### config.mk
export PLATFORM = sky130hd
export DESIGN_NAME = prog_loader_flat
export DESIGN_NICKNAME = d
export VERILOG_FILES = /design/src/rtl/prog_loader_if.sv /design/src/rtl/prog_loader.sv /design/src/flat_wrapper.sv
export SDC_FILE = /design/constraint.sdc
export NUM_CORES = 1
export LEC_CHECK = 0
export CAP_MARGIN = 10
export CORE_MARGIN = 4
export CORE_UTILIZATION = 50
export DETAILED_ROUTE_END_ITERATION = 8
export GPL_TIMING_DRIVEN = 0
export PLACE_DENSITY = 0.78
export SYNTH_ARGS = -nofsm -noshare
export SYNTH_HDL_FRONTEND = slang
export SYNTH_SLANG_ARGS = --single-unit
### constraint.sdc
create_clock -name clk -period 2.63 [get_ports clk]
set_input_delay 0.6575 -clock clk [delete_from_list [all_inputs] [get_ports clk]]
set_output_delay 0.6575 -clock clk [all_outputs]
set_load 0.01 [all_outputs]
### src/rtl/prog_loader_if.sv
// Byte-stream and program-memory write bundle for prog_loader.
// Host drives the stream (master); the loader is the slave.
interface prog_loader_if #(
  parameter int ADDR_W = 10
);
  logic [7:0]        in_data;
  logic              in_valid;
  logic              in_ready;
  logic              mem_we;
  logic [ADDR_W-1:0] mem_addr;
  logic [15:0]       mem_wd;

  modport master (
    output in_data, in_valid,
    input  in_ready, mem_we, mem_addr, mem_wd
  );

  modport slave (
    input  in_data, in_valid,
    output in_ready, mem_we, mem_addr, mem_wd
  );
endinterface

### src/rtl/prog_loader.sv
// Program loader: parses LEN/DATA/CHK byte stream into
// program memory writes and owns the CPU reset line.
module prog_loader #(
  parameter int ADDR_W = 10
) (
  input  logic         clk,
  input  logic         reset,
  input  logic         start,
  prog_loader_if.slave bus,
  output logic         cpu_reset,
  output logic         done,
  output logic         err
);

  typedef enum logic [2:0] {
    S_IDLE,
    S_LEN_H,
    S_LEN_L,
    S_DATA_H,
    S_DATA_L,
    S_CHK,
    S_DONE,
    S_ERR
  } state_t;

  localparam logic [16:0] CAP = 17'(1) << ADDR_W;

  state_t            state_q, state_d;
  logic [15:0]       len_q, len_d;
  logic [16:0]       cnt_q, cnt_d;
  logic [7:0]        chk_q, chk_d;
  logic [7:0]        hi_q, hi_d;
  logic              mem_we_q, mem_we_d;
  logic [ADDR_W-1:0] mem_addr_q, mem_addr_d;
  logic [15:0]       mem_wd_q, mem_wd_d;
  logic              cpu_reset_q, cpu_reset_d;
  logic              done_q, done_d;
  logic              err_q, err_d;

  logic              rdy;
  logic              xfer;
  logic [15:0]       n_w;
  logic [16:0]       cnt_inc;

  // Stream acceptance is purely a function of the state.
  always_comb begin
    rdy = 1'b0;
    unique case (state_q)
      S_LEN_H, S_LEN_L,
      S_DATA_H, S_DATA_L,
      S_CHK:   rdy = 1'b1;
      default: rdy = 1'b0;
    endcase
  end

  assign xfer         = bus.in_valid && rdy;
  assign bus.in_ready = rdy;
  assign bus.mem_we   = mem_we_q;
  assign bus.mem_addr = mem_addr_q;
  assign bus.mem_wd   = mem_wd_q;
  assign cpu_reset    = cpu_reset_q;
  assign done         = done_q;
  assign err          = err_q;

  // Next-state, datapath and registered-output decode.
  always_comb begin
    state_d     = state_q;
    len_d       = len_q;
    cnt_d       = cnt_q;
    chk_d       = chk_q;
    hi_d        = hi_q;
    mem_we_d    = 1'b0;
    mem_addr_d  = mem_addr_q;
    mem_wd_d    = mem_wd_q;
    cpu_reset_d = cpu_reset_q;
    done_d      = done_q;
    err_d       = err_q;
    n_w         = {len_q[15:8], bus.in_data};
    cnt_inc     = cnt_q + 17'd1;

    unique case (state_q)
      S_IDLE: begin
        if (start) begin
          state_d = S_LEN_H;
          len_d   = '0;
          cnt_d   = '0;
          chk_d   = '0;
        end
      end
      S_LEN_H: begin
        if (xfer) begin
          len_d[15:8] = bus.in_data;
          chk_d       = chk_q ^ bus.in_data;
          state_d     = S_LEN_L;
        end
      end
      S_LEN_L: begin
        if (xfer) begin
          len_d[7:0] = bus.in_data;
          chk_d      = chk_q ^ bus.in_data;
          if ({1'b0, n_w} > CAP) begin
            state_d = S_ERR;
            err_d   = 1'b1;
          end else if (n_w == 16'd0) begin
            state_d = S_CHK;
          end else begin
            state_d = S_DATA_H;
          end
        end
      end
      S_DATA_H: begin
        if (xfer) begin
          hi_d    = bus.in_data;
          chk_d   = chk_q ^ bus.in_data;
          state_d = S_DATA_L;
        end
      end
      S_DATA_L: begin
        if (xfer) begin
          mem_we_d   = 1'b1;
          mem_addr_d = cnt_q[ADDR_W-1:0];
          mem_wd_d   = {hi_q, bus.in_data};
          cnt_d      = cnt_inc;
          chk_d      = chk_q ^ bus.in_data;
          if (cnt_inc == {1'b0, len_q}) begin
            state_d = S_CHK;
          end else begin
            state_d = S_DATA_H;
          end
        end
      end
      S_CHK: begin
        if (xfer) begin
          if (bus.in_data == chk_q) begin
            state_d     = S_DONE;
            done_d      = 1'b1;
            cpu_reset_d = 1'b0;
          end else begin
            state_d = S_ERR;
            err_d   = 1'b1;
          end
        end
      end
      S_DONE, S_ERR: begin
        if (start) begin
          state_d     = S_LEN_H;
          done_d      = 1'b0;
          err_d       = 1'b0;
          cpu_reset_d = 1'b1;
          len_d       = '0;
          cnt_d       = '0;
          chk_d       = '0;
        end
      end
      default: state_d = S_IDLE;
    endcase
  end

  // State and output registers; reset also kills a pending write.
  always_ff @(posedge clk) begin
    if (reset) begin
      state_q     <= S_IDLE;
      len_q       <= '0;
      cnt_q       <= '0;
      chk_q       <= '0;
      hi_q        <= '0;
      mem_we_q    <= 1'b0;
      mem_addr_q  <= '0;
      mem_wd_q    <= '0;
      cpu_reset_q <= 1'b1;
      done_q      <= 1'b0;
      err_q       <= 1'b0;
    end else begin
      state_q     <= state_d;
      len_q       <= len_d;
      cnt_q       <= cnt_d;
      chk_q       <= chk_d;
      hi_q        <= hi_d;
      mem_we_q    <= mem_we_d;
      mem_addr_q  <= mem_addr_d;
      mem_wd_q    <= mem_wd_d;
      cpu_reset_q <= cpu_reset_d;
      done_q      <= done_d;
      err_q       <= err_d;
    end
  end

endmodule

### src/flat_wrapper.sv
// flat-port wrapper written by rule: the top's interface ports become plain ports
module prog_loader_flat 
#(
  parameter int ADDR_W = 10
)
  (clk, reset, start, cpu_reset, done, err, bus_in_data, bus_in_valid, bus_in_ready, bus_mem_we, bus_mem_addr, bus_mem_wd);
  prog_loader_if #(.ADDR_W(ADDR_W)) bus_i ();
  input  logic clk;
  input  logic reset;
  input  logic start;
  output logic cpu_reset;
  output logic done;
  output logic err;
  input wire logic [$bits(bus_i.in_data)-1:0] bus_in_data;
  input wire logic [$bits(bus_i.in_valid)-1:0] bus_in_valid;
  output wire logic [$bits(bus_i.in_ready)-1:0] bus_in_ready;
  output wire logic [$bits(bus_i.mem_we)-1:0] bus_mem_we;
  output wire logic [$bits(bus_i.mem_addr)-1:0] bus_mem_addr;
  output wire logic [$bits(bus_i.mem_wd)-1:0] bus_mem_wd;
  assign bus_i.in_data = bus_in_data;
  assign bus_i.in_valid = bus_in_valid;
  assign bus_in_ready = bus_i.in_ready;
  assign bus_mem_we = bus_i.mem_we;
  assign bus_mem_addr = bus_i.mem_addr;
  assign bus_mem_wd = bus_i.mem_wd;
  prog_loader #(.ADDR_W(ADDR_W)) u_core (.clk(clk), .reset(reset), .start(start), .bus(bus_i), .cpu_reset(cpu_reset), .done(done), .err(err));
endmodule
congestion.png
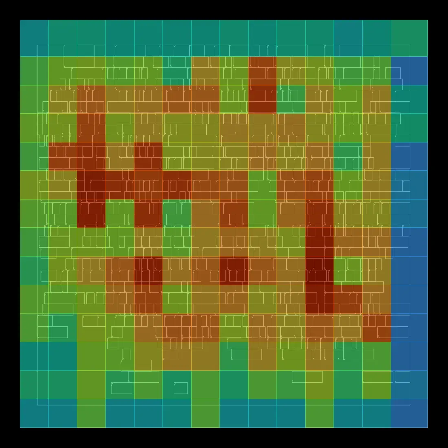
Util after Layout: 0.612
routing usage on met1: 0.290

clk_routes.png
Scale: 6 px per um.
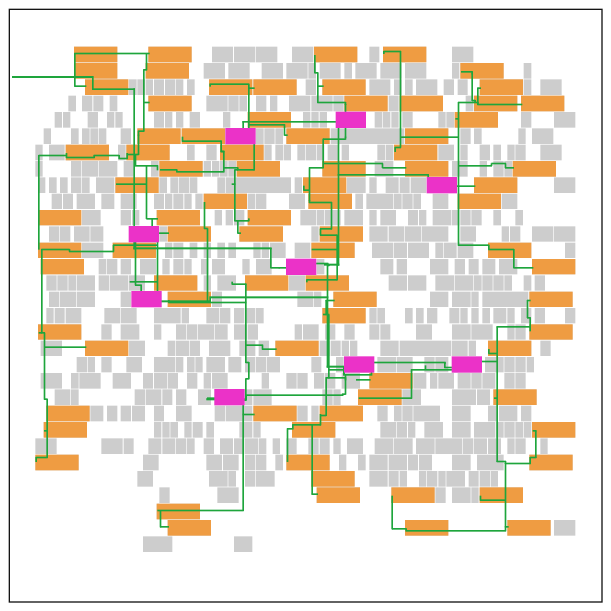
[magenta] clock drivers | count: 9
[green] clock wires | length: 990 um
[orange] flip-flops | count: 82
routed clock nets	10
Latency at later pin: 360 ps
clock-net power: 0.00101 W
Final Skew: 12.2 ps
Clock power frac: 0.321

flops_by_reg.png
Scale: 4 px per um. Other sequential cells in the stronger gray, the rest of the logic in the fainter gray.
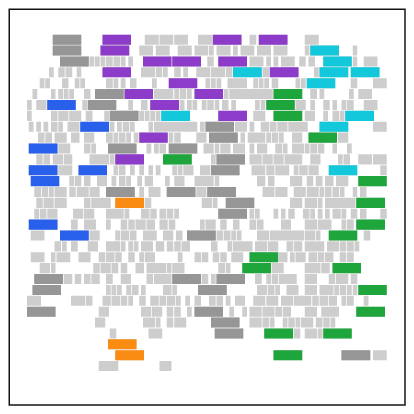
color	name in the netlist	placed flops
blue	u_core.chk_q	8
orange	u_core.state_q	3
cyan	u_core.bus.mem_addr	10
purple	u_core.bus.mem_wd	16
green	u_core.cnt_q	17
not colored	28
flop share of the area: 0.342
Seq group: 0.00137 W
register cell area after layout: 1640 sq um

==> reports/summary.txt <==
first-pass GRT wire length -> 17700 um
CTS tree -> built
Post-synth EDFFs -> 0
Reg with most FFs -> u_core.cnt_q
met3 Usage GRT -> 0.0559
hold_buf cts -> 0
GRT Max-Usage Layer -> met2
Cells after Synth -> 529
Tcrit/Tclk final -> 0.974
Req. time, crit path -> 2910 ps
Num CTS Buffers -> 9
Post-CTS Setup Inserts -> 0
Hold Vio Cnt, Final -> 0
hold path start -> u_core.bus.mem_wd[7]
Tightest Pin Transition -> 819 ps
vias in the first global route -> 3598
Max H-tree Level -> 3
Setup crit end -> u_core.cnt_q[5]
Critical Path Start Type -> input port
DR vias -> 3899
share of layout cells above drive strength 1 -> 0.0846
HP Class -> flip-flop to flip-flop
Slew headroom -> 0.449
status -> completed
unrepaired setup endpoints after global routing -> no
Final HPWL DP -> 7660 um
worst hold endpoint -> u_core.bus.mem_wd[7]
Mux area share -> 0.00488
Post-synth top flop -> dfxtp_1
min cycle time layout -> 2560 ps
yosys cell count -> 529
XORs/XNORs by Area -> 0.0662
Post-Route Setup TNS -> 0 ps
placed inst area -> 4570 sq um
per-cell routed wire length -> 15.7 um
most numerous logic cells after layout -> nand2_1 (103), dfxtp_1 (82), a21oi_1 (65)
yosys adder share -> 0.00305
Max Fclk -> 390 MHz
Dominant comb cell -> simple AND/OR/NAND/NOR gates
nets@finish -> 587
Total GRT Usage -> 0.223
Cell Pwr Density -> 654 nW/um^2
Root Driver -> clkbuf_8
clock sinks -> 82
Antenna Nets Post-Route -> 0
crit path launch -> start
Met2 Wirelength -> 5120 um
grt total ovfl -> 0
post-synthesis cell area -> 4100 sq um
number of stages on the worst hold path -> 2
drt first pass iters -> 5
critical path class -> input port to flip-flop
floorplan core density -> 0.522
WL met1 -> 4710 um
Crit. End Element -> flip-flop
Largest register FFs -> 17
highest routed layer -> met4
reg2reg start -> u_core.cnt_q[1]
floorplan net count -> 542
Max clock buf depth -> 2
antenna violations before repair -> 0
Filler cells -> 707
leakage power -> 1.66 nW
Ant. Diodes -> 0
GR Util met2 -> 0.372
crit path DAT -> 2840 ps
mean area per synthesized cell -> 7.75 sq um
WL final -> 10700 um
sequential area share after synthesis -> 0.400
met3 wire len -> 670 um
maxcap violations -> 0
GPL Wtd Cong -> 0.910
Clock Pin Slew Worst Setup and Hold Paths -> 90 ps
Post-synth regs -> 82
power_grid.png
Scale: 4 px per um. Pins as bars on the die edge.
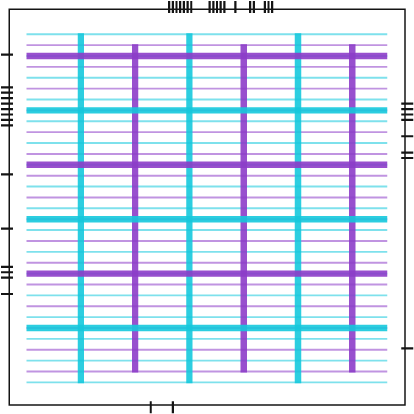
color	net
purple	VDD
cyan	VSS
rows	32
met5 straps	6
core area: 7850 sq um
worst vdd ir: 0.000430 V
Die X: 98.5 um

placement_by_type.png
Scale: 4 px per um. Fill, decap, tap and diode cells in gray.
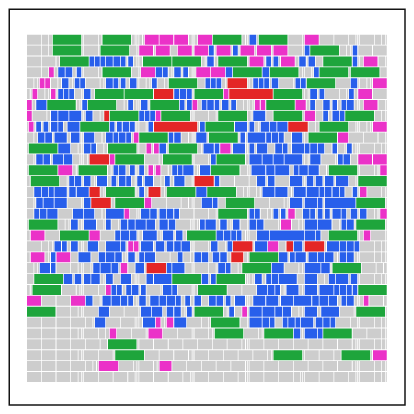
color	class	cells
green	sequential cells	82
red	clock drivers and dummy loads	16
blue	combinational and other logic	404
magenta	remaining buffers and delay cells	77
FP Rows: 32
design area: 4800 sq um

==> logic make-up after synthesis <==
logic type,after synthesis
mux,2
simple gates,219
flops,82
buf+inv,49
fa+ha+maj,1
xor+xnor,31
compound gates,145
==> cells in the mapped netlist, types with 8 or more instances <==
cell type / number / share of area
a21oi_1: 65 / 0.079
xor2_1: 11 / 0.024
a22oi_1: 8 / 0.015
nand3b_1: 9 / 0.016
nor2_1: 37 / 0.034
buf_2: 10 / 0.012
o21ai_0: 33 / 0.040
clkbuf_1: 24 / 0.022
nand2_1: 103 / 0.094
xnor2_1: 20 / 0.043
nand3_1: 16 / 0.020
o21ai_1: 8 / 0.0098
dfxtp_1: 82 / 0.40
==> final cells by class <==
| class | count | area (sq um) | area share |
|---|---|---|---|
| multi-input cells | 398 | 2240 | 0.467 |
| clock inverters | 6 | 90.1 | 0.0188 |
| plain buffers | 43 | 209 | 0.0435 |
| flip-flops and latches | 82 | 1640 | 0.342 |
| well taps | 102 | 128 | 0.0266 |
| clock buffers | 10 | 128 | 0.0266 |
| repair buffers | 34 | 339 | 0.0706 |
| inverters | 6 | 23.8 | 0.00495 |
==> stage by stage <==
stage	hold slack, ps	worst slack (ps)	total power (W)	cells
3_5_place_dp	445	-274	0.00214	665
4_1_cts	456	104	0.00315	681
5_1_grt	483	1.66	0.00330	681
6_report	459	68.6	0.00314	681
3_3_place_gp	436	-248	0.00212	665
2_1_floorplan	432	639	0.00193	529
==> critical path: stages <==
cell and delay, ps:
clkdlybuf4s50_1 520, and2_1 210, clkbuf_1 160, o21a_1 270, a211oi_2 550, buf_4 290, o21ai_0 110, o31ai_1 70
==> power breakdown <==
group          internal, W  switching, W
clock             0.000538      0.000471
sequential         0.00131     0.0000579
combinational     0.000278      0.000484
total              0.00213       0.00101
Power is estimated from default activity; no workload was simulated.
